Met2 routing:
Scale: 3 px per um.
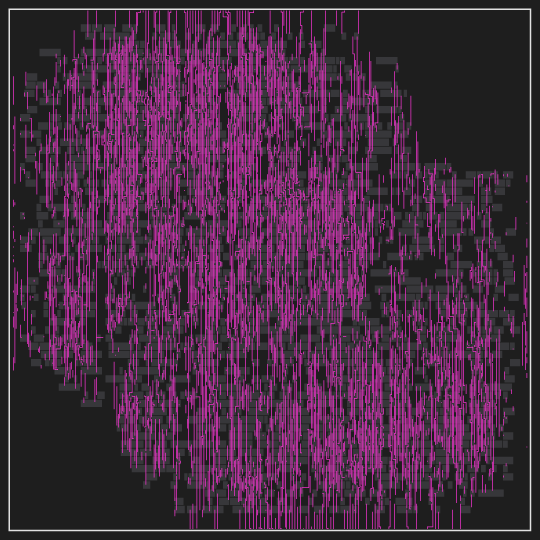
The metal 3 layer:
Scale: 3 px per um.
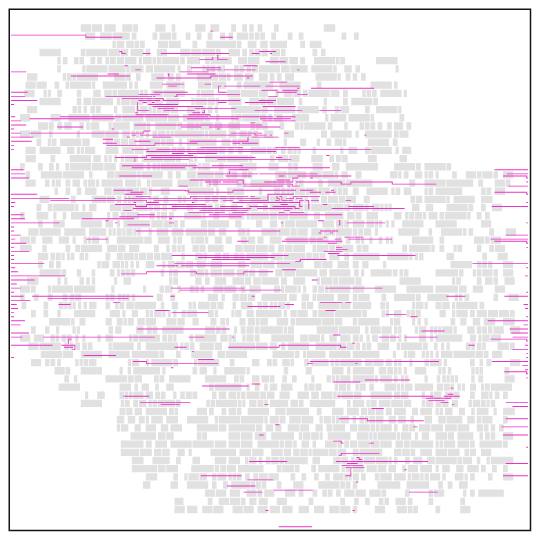
Routing congestion:
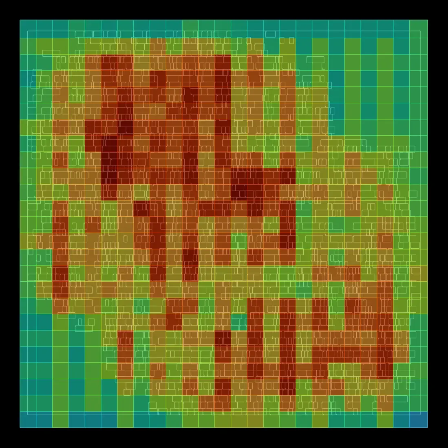
Wiring heat map:
Scale: 2 px per um. The die is cut into 35 by 35 equal tiles; dark blue is low, red is high, scaled to the fullest tile. Values are wire area over tile area, all layers added.
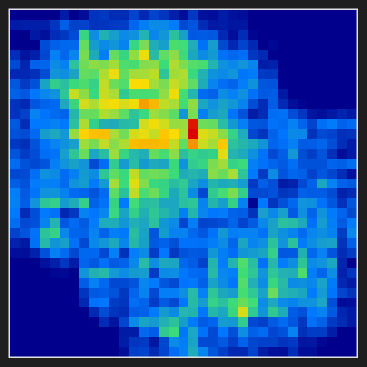
==> config.mk <==
export PLATFORM = sky130hd
export DESIGN_NAME = reflet_align_bridge
export DESIGN_NICKNAME = d
export VERILOG_FILES = /design/src/rtl/reflet_align_bridge.sv
export SDC_FILE = /design/constraint.sdc
export NUM_CORES = 1
export LEC_CHECK = 0
export ABC_AREA = 1
export CAP_MARGIN = 5
export CORE_MARGIN = 3
export CORE_UTILIZATION = 31
export DETAILED_ROUTE_END_ITERATION = 16
export PLACE_DENSITY = 0.58
export SKIP_LAST_GASP = 1
export SYNTH_ARGS = -nofsm -noshare
export SYNTH_HDL_FRONTEND = slang
export SYNTH_SLANG_ARGS = --single-unit
==> constraint.sdc <==
create_clock -name clk -period 2.3 [get_ports clk]
set_clock_uncertainty 0.05 [all_clocks]
set_input_delay 0.69 -clock clk [delete_from_list [all_inputs] [get_ports clk]]
set_output_delay 0.69 -clock clk [all_outputs]
set_load 0.005 [all_outputs]
==> src/rtl/reflet_align_bridge.sv <==
// rtl/reflet_align_bridge.sv - byte-addressed CPU load/store to word memory bridge
// Splits word-straddling accesses, does read-modify-write for partial stores, zero-extends loads.
module reflet_align_bridge #(
  parameter int wordsize  = 32,
  parameter int addr_size = 32,
  localparam int WB  = wordsize / 8,
  localparam int LWB = $clog2(WB),
  localparam int NW  = LWB + 1
) (
  input  logic                     clk,
  input  logic                     reset,
  input  logic                     cpu_req,
  input  logic                     cpu_we,
  input  logic [1:0]               cpu_size,
  input  logic [addr_size-1:0]     cpu_addr,
  input  logic [wordsize-1:0]      cpu_wdata,
  output logic [wordsize-1:0]      cpu_rdata,
  output logic                     cpu_ready,
  output logic [addr_size-LWB-1:0] mem_addr,
  output logic [wordsize-1:0]      mem_wdata,
  output logic                     mem_we,
  input  logic [wordsize-1:0]      mem_rdata
);

  typedef enum logic [2:0] {
    S_IDLE, S_RD_LO, S_RD_HI, S_RD_END, S_WR_LO, S_WR_HI, S_DONE
  } state_t;

  state_t                   r_state, w_next;
  logic                     r_we;
  logic                     r_span;
  logic [LWB-1:0]           r_off;
  logic [NW-1:0]            r_n;
  logic [addr_size-LWB-1:0] r_lo_addr;
  logic [wordsize-1:0]      r_wdata;
  logic [wordsize-1:0]      r_lo;
  logic [wordsize-1:0]      r_hi;

  logic [LWB-1:0]           w_off_in;
  logic [NW-1:0]            w_n_in;
  logic                     w_span_in;
  logic                     w_full_in;
  logic [addr_size-LWB-1:0] w_hi_addr;
  logic [wordsize-1:0]      w_nmask;
  logic [LWB+2:0]           w_sh;
  logic [2*wordsize-1:0]    w_pair;
  logic [2*wordsize-1:0]    w_mask2;
  logic [2*wordsize-1:0]    w_data2;
  logic [2*wordsize-1:0]    w_merged;
  logic [wordsize-1:0]      w_result;

  // Access length in bytes, clamped to one word
  always_comb begin
    w_n_in = NW'(WB);
    if (int'(cpu_size) <= LWB) w_n_in = NW'(1) << cpu_size;
  end

  assign w_off_in  = cpu_addr[LWB-1:0];
  assign w_span_in = ({1'b0, w_off_in} + w_n_in) > NW'(WB);
  assign w_full_in = cpu_we && (w_off_in == '0) && (w_n_in == NW'(WB));
  assign w_hi_addr = r_lo_addr + 1'b1;

  always_comb begin
    w_nmask = '0;
    for (int b = 0; b < WB; b++) begin
      if (b < int'(r_n)) w_nmask[8*b +: 8] = 8'hFF;
    end
  end

  // {hi,lo} is treated as one little-endian double word; the access lives at byte offset r_off
  assign w_sh     = {r_off, 3'b000};
  assign w_pair   = {r_hi, r_lo};
  assign w_mask2  = {{wordsize{1'b0}}, w_nmask} << w_sh;
  assign w_data2  = {{wordsize{1'b0}}, r_wdata & w_nmask} << w_sh;
  assign w_merged = (w_pair & ~w_mask2) | w_data2;
  assign w_result = wordsize'(w_pair >> w_sh) & w_nmask;

  always_ff @(posedge clk) begin
    if (reset) begin
      r_state   <= S_IDLE;
      r_we      <= 1'b0;
      r_span    <= 1'b0;
      r_off     <= '0;
      r_n       <= '0;
      r_lo_addr <= '0;
      r_wdata   <= '0;
      r_lo      <= '0;
      r_hi      <= '0;
    end else begin
      r_state <= w_next;
      if (r_state == S_IDLE && cpu_req) begin
        r_we      <= cpu_we;
        r_span    <= w_span_in;
        r_off     <= w_off_in;
        r_n       <= w_n_in;
        r_lo_addr <= cpu_addr[addr_size-1:LWB];
        r_wdata   <= cpu_wdata;
      end
      // Read data lags the address by one cycle
      if (r_state == S_RD_HI) r_lo <= mem_rdata;
      if (r_state == S_RD_END) begin
        if (r_span) r_hi <= mem_rdata;
        else        r_lo <= mem_rdata;
      end
    end
  end

  always_comb begin
    w_next    = r_state;
    mem_addr  = '0;
    mem_wdata = '0;
    mem_we    = 1'b0;
    cpu_ready = 1'b0;
    cpu_rdata = '0;
    case (r_state)
      S_IDLE: begin
        if (cpu_req) w_next = w_full_in ? S_WR_LO : S_RD_LO;
      end
      S_RD_LO: begin
        mem_addr = r_lo_addr;
        w_next   = r_span ? S_RD_HI : S_RD_END;
      end
      S_RD_HI: begin
        mem_addr = w_hi_addr;
        w_next   = S_RD_END;
      end
      S_RD_END: begin
        w_next = r_we ? S_WR_LO : S_DONE;
      end
      S_WR_LO: begin
        mem_addr  = r_lo_addr;
        mem_we    = 1'b1;
        mem_wdata = w_merged[wordsize-1:0];
        w_next    = r_span ? S_WR_HI : S_DONE;
      end
      S_WR_HI: begin
        mem_addr  = w_hi_addr;
        mem_we    = 1'b1;
        mem_wdata = w_merged[2*wordsize-1:wordsize];
        w_next    = S_DONE;
      end
      S_DONE: begin
        cpu_ready = 1'b1;
        cpu_rdata = r_we ? '0 : w_result;
        w_next    = S_IDLE;
      end
      default: w_next = S_IDLE;
    endcase
  end

endmodule

==> results_slide.txt <==
Key Metrics from the Run

Clock tree
  – CTS Buf Count: 17
  – CTS H-tree lvls: 4
  – # hold bufs at CTS: 0
  – Post-cts sizing count: 766
  – Root Buffer: clkbuf_16

Route
  – Met2 routed WL: 20200 um
  – Met3 WL: 3750 um
  – Post-route ant nets: 0

STA
  – RSZ-0062 raised after global routing: yes
  – Final setup margin: -0.466 ns
  – Final Hold Viols: 0
  – Final setup fails: about 95
  – Max-slew headroom: 0.520

Power and ir drop
  – VDD IR max: 539 uV
  – Static leakage: 6.81 nW
  – Comb. pwr: 6.57 mW
  – Net Sw Frac: 0.411
  – P_clk: 2.81 mW
  – Combinational share of power: 0.518
  – Seq power: 3.31 mW

Placed design
  – DP Wirelength: 31600 um
  – Routability congestion estimate: 1.01
  – Setup WS pre-CTS: -0.434 ns
  – Placed cell areas: between 0.01 and 0.015 mm2

Finish
  – Clock tree cell share of total cell area: 0.0370
  – Register area: around 0.0028 mm2
  – Logic Gate Count: 1106
  – Buffering overhead: 0.297
  – Sequential share of cell area: 0.174
  – Area grow syn2layout: 83.8%
  – Cell area after layout: 0.0159 mm2

Global route
  – Gr ovfl total: 0
  – Global-route wire length before repair: 66300 um
  – Largest net degree at the start of global routing: 57

Status
  – Failing checks: negative setup slack
  – Status: finished, violations left

Logic synthesis
  – Synth Cell Area: 0.00868 mm2
  – XOR/XNOR Area Share: 0
  – Mapped Avg Cell Area: between 6 and 7 um2
  – Biggest area cells: dfxtp_1 31%, nand2_1 17%, nand3_1 9.7%, a21oi_1 8.3%, o21ai_0 7.8%

Floorplanning
  – Die Wd: roughly 170 um
  – FP Rows: about 60
  – Die area: 0.0300 mm2
  – Initial Util: 0.318

Setup path
  – Critical-path cell list: buf_8 > buf_12 > buf_12 > mux2i_4 > buf_6 > or2_4 > a21oi_2 > buf_2
  – Critical path class: reg2out
## Picture notes: 'met2 routing'
wire length on this layer	20.2 mm
longest straight run	75.8 um
share of all routed wire	45%
nets with wire on the layer	1684
met2 Usage GRT: 0.435
total number of vias: 12.1k
drt total wl: 45000 um

## Picture notes: 'the metal 3 layer'
main direction	horizontal
longest straight run	71.3 um
share of all routed wire	8.3%
nets with wire on the layer	289
wire length on this layer	3750 um
GRT met3 Usage: 0.0620

## Picture notes: 'routing congestion'
Total GRT Usage: 0.281
WL per Instance: 19.8 um
GR peak layer: met2

## Picture notes: 'wiring heat map'
densest ninth of the die	centre
nearly empty tiles	16%
fullest tile	0.97

Power is estimated from default activity; no workload was simulated.
